**config.mk**
```make
export PLATFORM = sky130hd
export DESIGN_NAME = game_countdown
export DESIGN_NICKNAME = d
export VERILOG_FILES = /design/src/rtl/game_pkg.sv /design/src/rtl/bcd_to_7seg.sv /design/src/rtl/game_countdown.sv
export SDC_FILE = /design/constraint.sdc
export NUM_CORES = 1
export LEC_CHECK = 0
export CAP_MARGIN = 10
export CORE_ASPECT_RATIO = 1.2
export CORE_MARGIN = 4
export CORE_UTILIZATION = 50
export DETAILED_ROUTE_END_ITERATION = 7
export GPL_TIMING_DRIVEN = 0
export PLACE_DENSITY = 0.81
export SLEW_MARGIN = 20
export SYNTH_ARGS = -nofsm -noshare
export SYNTH_HDL_FRONTEND = slang
export SYNTH_HIERARCHICAL = 1
export SYNTH_SLANG_ARGS = --single-unit
```
**constraint.sdc**
```tcl
create_clock -name CLOCK50M -period 6.1 [get_ports CLOCK50M]
set_input_delay 0.915 -clock CLOCK50M [delete_from_list [all_inputs] [get_ports CLOCK50M]]
set_output_delay 0.915 -clock CLOCK50M [all_outputs]
set_load 0.1 [all_outputs]
```
**src/rtl/game_pkg.sv**
```systemverilog
// game_pkg: shared types, constants and BCD helpers for the game countdown.
//   gc_state_t   - countdown FSM states
//   gc_time_t    - packed BCD time M:SS.t
//   SEG_*        - active-low seven-segment patterns (gfedcba)
//   bcd_dec      - subtract 0.1 s with BCD borrow, holds at 0:00.0
//   bcd_add_sec  - add whole seconds with carry, saturates at 9:59.9
//   bcd_is_zero  - true when the time reads 0:00.0
package game_pkg;

    typedef enum logic [1:0] {
        IDLE  = 2'd0,
        RUN   = 2'd1,
        PAUSE = 2'd2,
        DONE  = 2'd3
    } gc_state_t;

    typedef struct packed {
        logic [3:0] m;
        logic [3:0] s10;
        logic [3:0] s1;
        logic [3:0] t;
    } gc_time_t;

    localparam logic [3:0] MAX_M   = 4'd9;
    localparam logic [3:0] MAX_S10 = 4'd5;

    localparam logic [6:0] SEG_BLANK = 7'h7F;
    localparam logic [6:0] SEG_0     = 7'h40;
    localparam logic [6:0] SEG_1     = 7'h79;
    localparam logic [6:0] SEG_2     = 7'h24;
    localparam logic [6:0] SEG_3     = 7'h30;
    localparam logic [6:0] SEG_4     = 7'h19;
    localparam logic [6:0] SEG_5     = 7'h12;
    localparam logic [6:0] SEG_6     = 7'h02;
    localparam logic [6:0] SEG_7     = 7'h78;
    localparam logic [6:0] SEG_8     = 7'h00;
    localparam logic [6:0] SEG_9     = 7'h10;

    function automatic logic bcd_is_zero(input gc_time_t v);
        return (v == 16'h0000);
    endfunction

    // Zero is a fixed point so the count never wraps to 9:59.9.
    function automatic gc_time_t bcd_dec(input gc_time_t v);
        gc_time_t r;
        r = v;
        if (bcd_is_zero(v)) begin
            r = v;
        end else if (v.t != 4'd0) begin
            r.t = v.t - 4'd1;
        end else begin
            r.t = 4'd9;
            if (v.s1 != 4'd0) begin
                r.s1 = v.s1 - 4'd1;
            end else begin
                r.s1 = 4'd9;
                if (v.s10 != 4'd0) begin
                    r.s10 = v.s10 - 4'd1;
                end else begin
                    r.s10 = MAX_S10;
                    r.m   = v.m - 4'd1;
                end
            end
        end
        return r;
    endfunction

    // Seconds are summed in binary (max 59+9) and split back into BCD;
    // a carry out of 9 minutes pins every digit at its maximum.
    function automatic gc_time_t bcd_add_sec(input gc_time_t v, input logic [3:0] bonus);
        gc_time_t   r;
        logic [6:0] secs;
        logic       carry;
        r     = v;
        secs  = {3'b000, v.s10} * 7'd10 + {3'b000, v.s1} + {3'b000, bonus};
        carry = (secs >= 7'd60);
        if (carry) begin
            secs = secs - 7'd60;
        end else begin
            secs = secs;
        end
        if (carry && (v.m == MAX_M)) begin
            r = '{m: MAX_M, s10: MAX_S10, s1: 4'd9, t: 4'd9};
        end else begin
            r.m   = carry ? (v.m + 4'd1) : v.m;
            r.s10 = 4'(secs / 7'd10);
            r.s1  = 4'(secs % 7'd10);
        end
        return r;
    endfunction

endpackage

```
**src/rtl/bcd_to_7seg.sv**
```systemverilog
// bcd_to_7seg: combinational BCD digit to active-low seven-segment decoder.
//   bcd_i [3:0]  digit value; 10-15 show blank
//   seg_o [6:0]  segments gfedcba, 0 = lit
module bcd_to_7seg
    import game_pkg::*;
(
    input  logic [3:0] bcd_i,
    output logic [6:0] seg_o
);

    // Digit lookup; non-decimal codes blank the display.
    always_comb begin
        seg_o = SEG_BLANK;
        case (bcd_i)
            4'd0:    seg_o = SEG_0;
            4'd1:    seg_o = SEG_1;
            4'd2:    seg_o = SEG_2;
            4'd3:    seg_o = SEG_3;
            4'd4:    seg_o = SEG_4;
            4'd5:    seg_o = SEG_5;
            4'd6:    seg_o = SEG_6;
            4'd7:    seg_o = SEG_7;
            4'd8:    seg_o = SEG_8;
            4'd9:    seg_o = SEG_9;
            default: seg_o = SEG_BLANK;
        endcase
    end

endmodule

```
**src/rtl/game_countdown.sv**
```systemverilog
// game_countdown: M:SS.t countdown driven by the 0.1 s game tick.
//   CLOCK50M        system clock
//   KEY0            asynchronous active-low reset
//   tick            game tick; each rising edge removes 0.1 s
//   start           pulse: (re)start from the initial time (IDLE/DONE only)
//   pause           level: hold the countdown while high
//   add_time        pulse: add BONUS_S seconds (RUN/PAUSE only)
//   HEX3..HEX0      minutes, seconds tens, seconds units, tenths (active-low)
//   running         high while the FSM is in RUN
//   time_up         one-cycle pulse when the count reaches 0:00.0
module game_countdown
    import game_pkg::*;
#(
    parameter int INIT_M  = 1,
    parameter int INIT_S  = 30,
    parameter int INIT_T  = 0,
    parameter int BONUS_S = 5
) (
    input  logic       CLOCK50M,
    input  logic       KEY0,
    input  logic       tick,
    input  logic       start,
    input  logic       pause,
    input  logic       add_time,
    output logic [6:0] HEX3,
    output logic [6:0] HEX2,
    output logic [6:0] HEX1,
    output logic [6:0] HEX0,
    output logic       running,
    output logic       time_up
);

    localparam gc_time_t INIT_V = '{
        m:   4'(INIT_M),
        s10: 4'(INIT_S / 10),
        s1:  4'(INIT_S % 10),
        t:   4'(INIT_T)
    };
    localparam gc_time_t   ZERO_V = 16'h0000;
    localparam logic [3:0] BONUS  = 4'(BONUS_S);

    gc_state_t state_q;
    gc_time_t  digits_q;
    logic      tick_d_q;
    logic      running_q;
    logic      time_up_q;

    logic      tick_edge_s;
    gc_time_t  added_s;
    gc_time_t  stepped_s;
    logic      done_hit_s;

    // Same-cycle ordering: bonus first, then the tick decrement, then zero test.
    // Zero can only be reached by a decrement, so the test is gated by the edge.
    always_comb begin
        tick_edge_s = tick & ~tick_d_q;
        added_s     = add_time ? bcd_add_sec(digits_q, BONUS) : digits_q;
        stepped_s   = tick_edge_s ? bcd_dec(added_s) : added_s;
        done_hit_s  = tick_edge_s && bcd_is_zero(stepped_s);
    end

    // Countdown FSM with registered running/time_up flags.
    always_ff @(posedge CLOCK50M or negedge KEY0) begin
        if (!KEY0) begin
            state_q   <= IDLE;
            digits_q  <= INIT_V;
            tick_d_q  <= 1'b0;
            running_q <= 1'b0;
            time_up_q <= 1'b0;
        end else begin
            tick_d_q  <= tick;
            time_up_q <= 1'b0;
            case (state_q)
                IDLE: begin
                    digits_q <= INIT_V;
                    if (start) begin
                        state_q   <= RUN;
                        running_q <= 1'b1;
                    end else begin
                        running_q <= 1'b0;
                    end
                end
                RUN: begin
                    digits_q <= stepped_s;
                    if (done_hit_s) begin
                        state_q   <= DONE;
                        running_q <= 1'b0;
                        time_up_q <= 1'b1;
                    end else if (pause) begin
                        state_q   <= PAUSE;
                        running_q <= 1'b0;
                    end else begin
                        running_q <= 1'b1;
                    end
                end
                PAUSE: begin
                    // Ticks are ignored here; only a bonus may change the time.
                    digits_q <= added_s;
                    if (!pause) begin
                        state_q   <= RUN;
                        running_q <= 1'b1;
                    end else begin
                        running_q <= 1'b0;
                    end
                end
                DONE: begin
                    if (start) begin
                        digits_q  <= INIT_V;
                        state_q   <= RUN;
                        running_q <= 1'b1;
                    end else begin
                        digits_q  <= ZERO_V;
                        running_q <= 1'b0;
                    end
                end
                default: begin
                    state_q   <= IDLE;
                    digits_q  <= INIT_V;
                    running_q <= 1'b0;
                end
            endcase
        end
    end

    assign running = running_q;
    assign time_up = time_up_q;

    bcd_to_7seg u_hex3 (.bcd_i(digits_q.m),   .seg_o(HEX3));
    bcd_to_7seg u_hex2 (.bcd_i(digits_q.s10), .seg_o(HEX2));
    bcd_to_7seg u_hex1 (.bcd_i(digits_q.s1),  .seg_o(HEX1));
    bcd_to_7seg u_hex0 (.bcd_i(digits_q.t),   .seg_o(HEX0));

endmodule

```
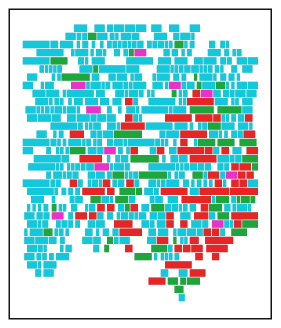
(run_1/drive_strength.png)
Scale: 3 px per um.
- drive 1 or less: cyan (cells 448; share 78%; most used nor2_1)
- drive 2: green (cells 49; share 8.5%; most used buf_2)
- drive 3 to 4: red (cells 67; share 12%; most used buf_4)
- drive 6 and up: magenta (cells 10; share 1.7%; most used buf_6)
area grow syn2layout: 30.2%
number of non-clock buffers: 93
Final Instance Area: 4860 um^2
final worst setup slack: 0.00157 ns

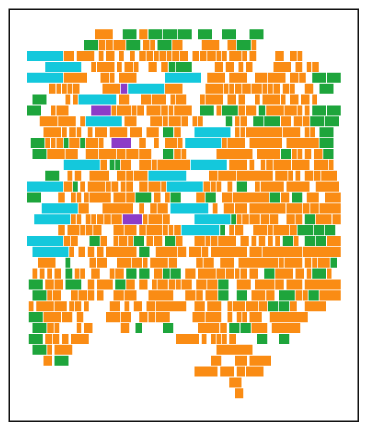
(run_1/cell_classes.png)
Scale: 4 px per um.
- other buffers and delay cells: green (cells 93)
- clock drivers and dummy loads: purple (cells 4)
- flip-flops: cyan (cells 21)
- all other logic: orange (cells 456)
area of the core: 7270 um^2
fin util: 66.8%

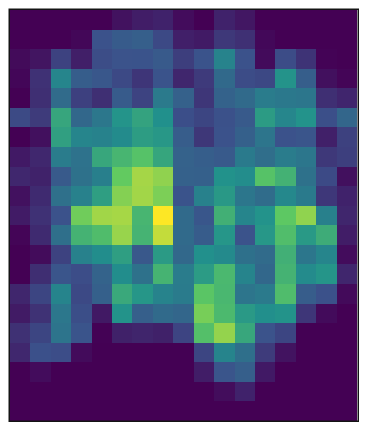
(run_1/wire_density.png)
Scale: 4 px per um. The die is cut into 17 by 21 equal tiles; dark purple is low, yellow is high, scaled to the fullest tile. Values are wire area over tile area, all layers added.
- fullest tile: 0.76
- densest ninth of the die: middle
- tiles over half the peak: 18%
- nearly empty tiles: 24%
DR WL/cell: 16.7 um
final WL: 11100 um
GRT Util Overall: 24.4%

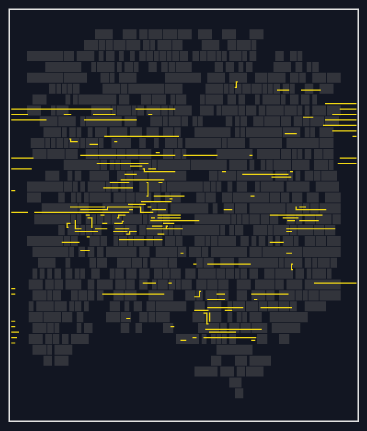
(run_1/met3.png)
Scale: 4 px per um.
- share of all routed wire: 5.6%
- nets with wire on the layer: 98
met3 Use GR: 2.40%
routed via count: 4150

-- run 1: cells in the final DEF, fill, tap and decap left out, drive strengths merged, types with 6 or more instances in the layout --
cell,instances
nor2,60
buf,50
ha,42
nand2,38
o21ai,38
inv,38
a21oi,36
clkdlybuf4s50,35
nand2b,25
dfrtp,18
nand3,16
clkbuf,11
or2,10
nor3,10
nand4,9
mux2i,8
a31oi,8
a211oi,7
xor2,6
xnor2,6
-- run 1: cell families (layout without fill, tap and decap cells) --
logic type | count (synthesis) | count (layout) | synth area share [%]
AND-OR/OR-AND | 148 | 148 | 28.2
XOR/XNOR | 12 | 12 | 3.22
adder cells (fa/ha/maj) | 44 | 44 | 15.2
buffers and inverters | 59 | 135 | 7.24
flip-flops | 21 | 21 | 14.2
multiplexers | 10 | 10 | 2.85
AND/OR/NAND/NOR | 204 | 204 | 29.1
-- run 1: through the flow --
step | setup TNS (ns) | utilization (%) | hold slack, ns | setup WS [ns]
global placement | -4.84 | 57.7 | 0.604 | -0.708
floorplan | 0 | - | 0.562 | 0.0518
global route | -0.859 | 66.8 | 0.682 | -0.178
finish | 0 | 66.8 | 0.657 | 0.00157
CTS | -0.00289 | 64.8 | 0.647 | -0.00289
detailed placement | -6.88 | 57.7 | 0.629 | -0.845
-- run 1: synth_stat cells, types with 6 or more instances --
cell and n:
a211oi_1 6, a21oi_1 31, a31oi_1 6, buf_2 6
clkbuf_1 8, dfrtp_1 18, ha_1 42, inv_1 38
mux2i_1 8, nand2_1 38, nand2b_1 25, nand3_1 15
nand4_1 8, nor2_1 58, nor3_1 9, o21ai_0 37
or2_1 8, xor2_1 6
-- run 1: area by class of cell --
class / count / area share [%]
Multi-Input combinational cell: 418 / 67.1
Sequential cell: 21 / 10.9
Clock inverter: 1 / 0.103
Tap cell: 90 / 2.32
Timing Repair Buffer: 72 / 13.0
Buffer: 21 / 2.73
Clock buffer: 3 / 0.850
Inverter: 38 / 2.94
-- run 1: timing repair --
item,in CTS,in global routing
gates resized,47,14
endpoints found under the setup margin,18,13
setup buffers,29,8
pin swaps,20,15
-- run 1: worst max-delay path by stage --
stage,depth (start not counted),slack (ns),startpoint,to
detailed placement,27,-0.85,digits_q[5],running
finish,26,0.002,digits_q[9],running
floorplan,27,0.05,digits_q[8],running
global placement,27,-0.71,digits_q[5],running
CTS,29,-0.003,digits_q[9],running
global route,28,-0.18,digits_q[9],running
-- run 1: metal layers --
metal / up-vias / part of all wire, %
li1: 1968 / -
met4: 0 / 3.3
met5: - / 0
met3: 42 / 5.6
met1: 1938 / 40
met2: 202 / 51
-- run 1: sequential cells by signal (all words and copies together) (netlist names) --
signal / flops
digits_q: 16
state_q: 2
running: 1
tick_d_q: 1
time_up: 1
==> flow_metrics.py, run 1 <==
# Synthesis and PnR figures
metrics = {
    "flow_run": {
        "warnings": 50,
    },
    "final_timing": {
        "timing.slew.headroom_pct": 33.1,
        "fin_worst_skew_ns": 0.00921,
        "post-route-period-util_pct": 100,
        "slew_viol_final": 0,
        "max_freq_mhz": 164,
        "finalHoldViolations": 0,
        "tightest_slew_ns": 0.998,
        "fin_crit_ns": 6.10,
    },
    "floorplanning": {
        "ioPinCount": 36,
        "fp_util_pct": 51.3,
        "die_w_um": 86.9,
        "die_height_um": 103,
        "dieArea_um2": 8910,
        "num_rows": 34,
    },
    "place": {
        "placed_area_um2": 4190,
        "place_congestion": 0.912,
        "io_buffers": 35,
        "post-place-cells": 623,
    },
    "detailed_routing": {
        "drc": 0,
        "viasPerCell": 6.25,
        "drtIter0Drc": 249,
        "first_pass_iters": 8,
        "postRouteAntennaNets": 0,
    },
    "cells_and_area": {
        "drive_gt1_share_pct": 22.0,
        "ff_latch_area_um2": 531,
        "diodes": 0,
        "nFillCells": 568,
        "logic_area_um2": 3260,
        "layout.nets": 625,
        "fin_cells": 664,
    },
    "global_routing": {
        "grt_pass1_vias": 3936,
        "top_usage_layer": "met2",
        "grt_overflow_total": 0,
        "globalRouteMet1Util_pct": 29.5,
        "grt_start_max_net_pins": 22,
        "use_met2_pct": 44.3,
        "antenna_found_initial": 0,
        "grt_pass1_wl_um": 18100,
    },
    "critical_path": {
        "cp.required_ns": 6.25,
        "r2r_start": "digits_q[9]",
        "critPathArrivalTime_ns": 6.25,
        "path_common_cell": "ha_4",
        "slowest_stage": "dfstp_2",
        "cp-end-kind": "flip-flop",
        "path_max_fanout": 8,
        "crit_family": "AND-OR/OR-AND gates",
        "worstSetupPathType": "reg2reg",
        "r2r_end": "running",
        "ff2ff_path_depth": 26,
        "start_kind": "flip-flop",
    },
    "synth": {
        "synth_flops": 21,
        "edf_count": 0,
        "syn_avg_cell_area_um2": 7.49,
        "synth_area_um2": 3730,
        "synth_chip_area_um2": 3730,
        "top_cells_by_area": "ha_1 (14%), dfrtp_1 (12%), nor2_1 (5.8%), o21ai_0 (5.0%), nand2b_1 (4.2%)",
        "yosysCellCount": 498,
        "async_flop_share_pct": 100,
        "synthCells": 498,
        "synth_warnings": 6,
        "flop_cell": "dfrtp_1",
        "ys_types": 86,
        "synth_area_leader_cell": "ha_1",
        "fp_nets": 548,
    },
    "cts": {
        "tritoncts": "done",
        "cts_buffers": 3,
        "clock.latency.late_pin_ns": 0.27,
        "ctsRootBufferMaster": "clkbuf_8",
        "cts_hold_buffers": 0,
        "clkSlewWorstSetupHoldPaths_ns": 0.08,
        "htree_levels": 1,
        "clockBufferDepth": 2,
        "cts_num_sinks": 21,
    },
    "min_path": {
        "min_from": "state_q[0]",
        "hp-class": "reg2reg",
        "holdPathStages": 2,
    },
    "run_status": {
        "status": "finished, final reports clean",
    },
}
## Run 2: what changed since run 1
Settings changed: SKIP_CTS_REPAIR_TIMING set to 1.
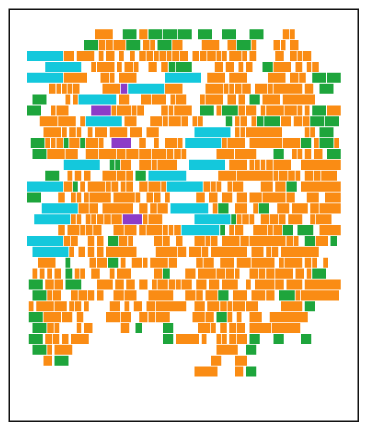
(run_2/cell_classes.png)
Scale: 4 px per um.
- flip-flops: cyan (cells 21)
- clock drivers and dummy loads: purple (cells 4)
- all other logic: orange (cells 456)
- other buffers and delay cells: green (cells 78)
fin util: 64.4%
row cnt: 34
Final Instance Area: 4690 um^2
register share of the cell area: 11.3%

==> run 2 against run 1 <==
Effect of this change: the run now ends with setup timing left; worst hold slack got worse by 0.0040 ns; synthesized cell count unchanged; routed wire length decreased by 3.7%; worst setup slack got worse by 0.28 ns; sequential share of layout area increased by 0.41 points; highest routed layer unchanged; clock skew decreased by 0.00085 ns; die area unchanged; count of clock-buffer cells in the layout unchanged; critical path depth increased by 1.
==> flow_metrics.py, run 2 <==
# Synthesis and PnR figures
metrics = {
    "synth": {
        "flop_cell": "dfrtp_1",
        "edf_count": 0,
        "synth_area_leader_cell": "ha_1",
        "synth_flops": 21,
        "synth_area_um2": 3730,
        "ys_types": 86,
        "syn_avg_cell_area_um2": 7.49,
        "yosysCellCount": 498,
        "synth_warnings": 6,
        "synthCells": 498,
        "fp_nets": 548,
        "async_flop_share_pct": 100,
    },
    "final_timing": {
        "slew_viol_final": 0,
        "setup_viol": 5,
        "tightest_slew_ns": 0.985,
        "tns_ns": -0.704,
        "fin_worst_skew_ns": 0.00836,
        "fin_crit_ns": 6.38,
        "timing.slew.headroom_pct": 34.1,
        "finalWorstSetupSlack_ns": -0.275,
    },
    "flow_run": {
        "warnings": 49,
    },
    "global_routing": {
        "use_met3_pct": 2.40,
        "antenna_found_initial": 0,
        "use_met2_pct": 37.9,
        "globalRouteMet1Util_pct": 26.7,
        "track_usage_pct": 21.6,
        "grt_pass1_wl_um": 16200,
        "grt_pass1_vias": 3674,
    },
    "critical_path": {
        "start_kind": "flip-flop",
        "path_max_fanout": 7,
        "r2r_end": "running",
        "cp.required_ns": 6.25,
        "worstSetupEndpoint": "running",
        "crit_start": "digits_q[9]",
        "worstSetupPathType": "reg2reg",
    },
    "cells_and_area": {
        "logic_area_um2": 3210,
        "drive_gt1_share_pct": 18.8,
        "synthToLayoutAreaGrowth_pct": 25.6,
        "fin_cells": 649,
        "largest_reg_flops": 16,
        "ff_latch_area_um2": 531,
        "diodes": 0,
        "top_regs": "digits_q: 16 flops, state_q: 2 flops",
        "layout.nets": 610,
    },
    "detailed_routing": {
        "wl_per_cell_um": 16.4,
        "routed_wl_um": 10700,
        "drtIter0Drc": 218,
        "first_pass_iters": 5,
        "postRouteAntennaNets": 0,
        "num_vias": 4011,
        "drc": 0,
        "viasPerCell": 6.18,
    },
    "min_path": {
        "hp-class": "reg2reg",
    },
    "cts": {
        "htree_levels": 1,
        "ctsRootBufferMaster": "clkbuf_8",
        "clkSlewWorstSetupHoldPaths_ns": 0.08,
        "cts_num_sinks": 21,
        "clock.latency.late_pin_ns": 0.27,
        "clockBufferDepth": 2,
    },
    "floorplanning": {
        "die_w_um": 86.9,
        "core_region_area_um2": 7270,
        "dieArea_um2": 8910,
    },
    "run_status": {
        "status": "finished with violations",
        "violations": "setup timing",
    },
    "place": {
        "post-place-cells": 623,
        "io_buffers": 35,
    },
}
## run 2: cell counts after synthesis
No cell type changed its count.
## run 2: metrics by stage
stage | setup slack, ns | hold slack (ns) | instance area [um^2] | utilization, %
finish | -0.275 | 0.653 | 4690 | 64.4
global route | -0.603 | 0.682 | 4690 | 64.4
CTS | -0.884 | 0.647 | 4240 | 58.3
detailed placement | -0.845 | 0.629 | 4190 | 57.7
global placement | -0.708 | 0.604 | 4190 | 57.7
floorplan | 0.0518 | 0.562 | 3730 | -
## run 2: per-layer routing
layer	routed length, um	share of wire, %	vias to the layer above
li1	-	-	1928
met1	4340	41	1900
met2	5460	51	152
met3	556	5.2	31
met4	305	2.9	0
met5	0	0	-
## run 2: cell type report
cell class / count / share of cell area (%)
Timing Repair Buffer: 57 / 11.0
Tap cell: 90 / 2.40
Buffer: 21 / 2.83
Multi-Input combinational cell: 418 / 68.4
Clock inverter: 1 / 0.107
Clock buffer: 3 / 0.881
Inverter: 38 / 3.04
Sequential cell: 21 / 11.3
## run 2: how the worst min path moves through the flow
stage / from / slack, ns / to / cells past startpoint
after detailed placement: state_q[0] / 0.63 / state_q[0] / 2
after CTS: state_q[0] / 0.65 / state_q[0] / 2
after global placement: state_q[0] / 0.60 / state_q[0] / 2
after floorplan: state_q[0] / 0.56 / state_q[0] / 2
after global routing: state_q[0] / 0.68 / state_q[0] / 2
final: state_q[0] / 0.65 / state_q[0] / 2
## run 2: critical path: stages, from the launching register on
cell and delay [ns]:
dfstp_2 0.62, ha_4 0.22, ha_2 0.18, inv_2 0.06, fa_2 0.48, nand3b_1 0.26
o22ai_4 0.29, xnor2_4 0.14, buf_6 0.18, buf_4 0.14, a211o_1 0.30, nand3_2 0.12
nand3_2 0.09, and2_4 0.19, a22oi_1 0.18, ha_2 0.29, nand2_2 0.11, nor3_4 0.23
o311ai_2 0.13, nor2_2 0.16, ha_2 0.22, and3_4 0.20, nand4_1 0.18, nor3_2 0.29
o211ai_1 0.15, and4bb_1 0.38, nand4_4 0.14, o31a_1 0.34
## run 2: cell families after synthesis
logic type               after synthesis  share of synthesized area, %
adder cells (fa/ha/maj)               44                          15.2
buffers and inverters                 59                          7.24
XOR/XNOR                              12                          3.22
AND-OR/OR-AND                        148                          28.2
flip-flops                            21                          14.2
multiplexers                          10                          2.85
AND/OR/NAND/NOR                      204                          29.1
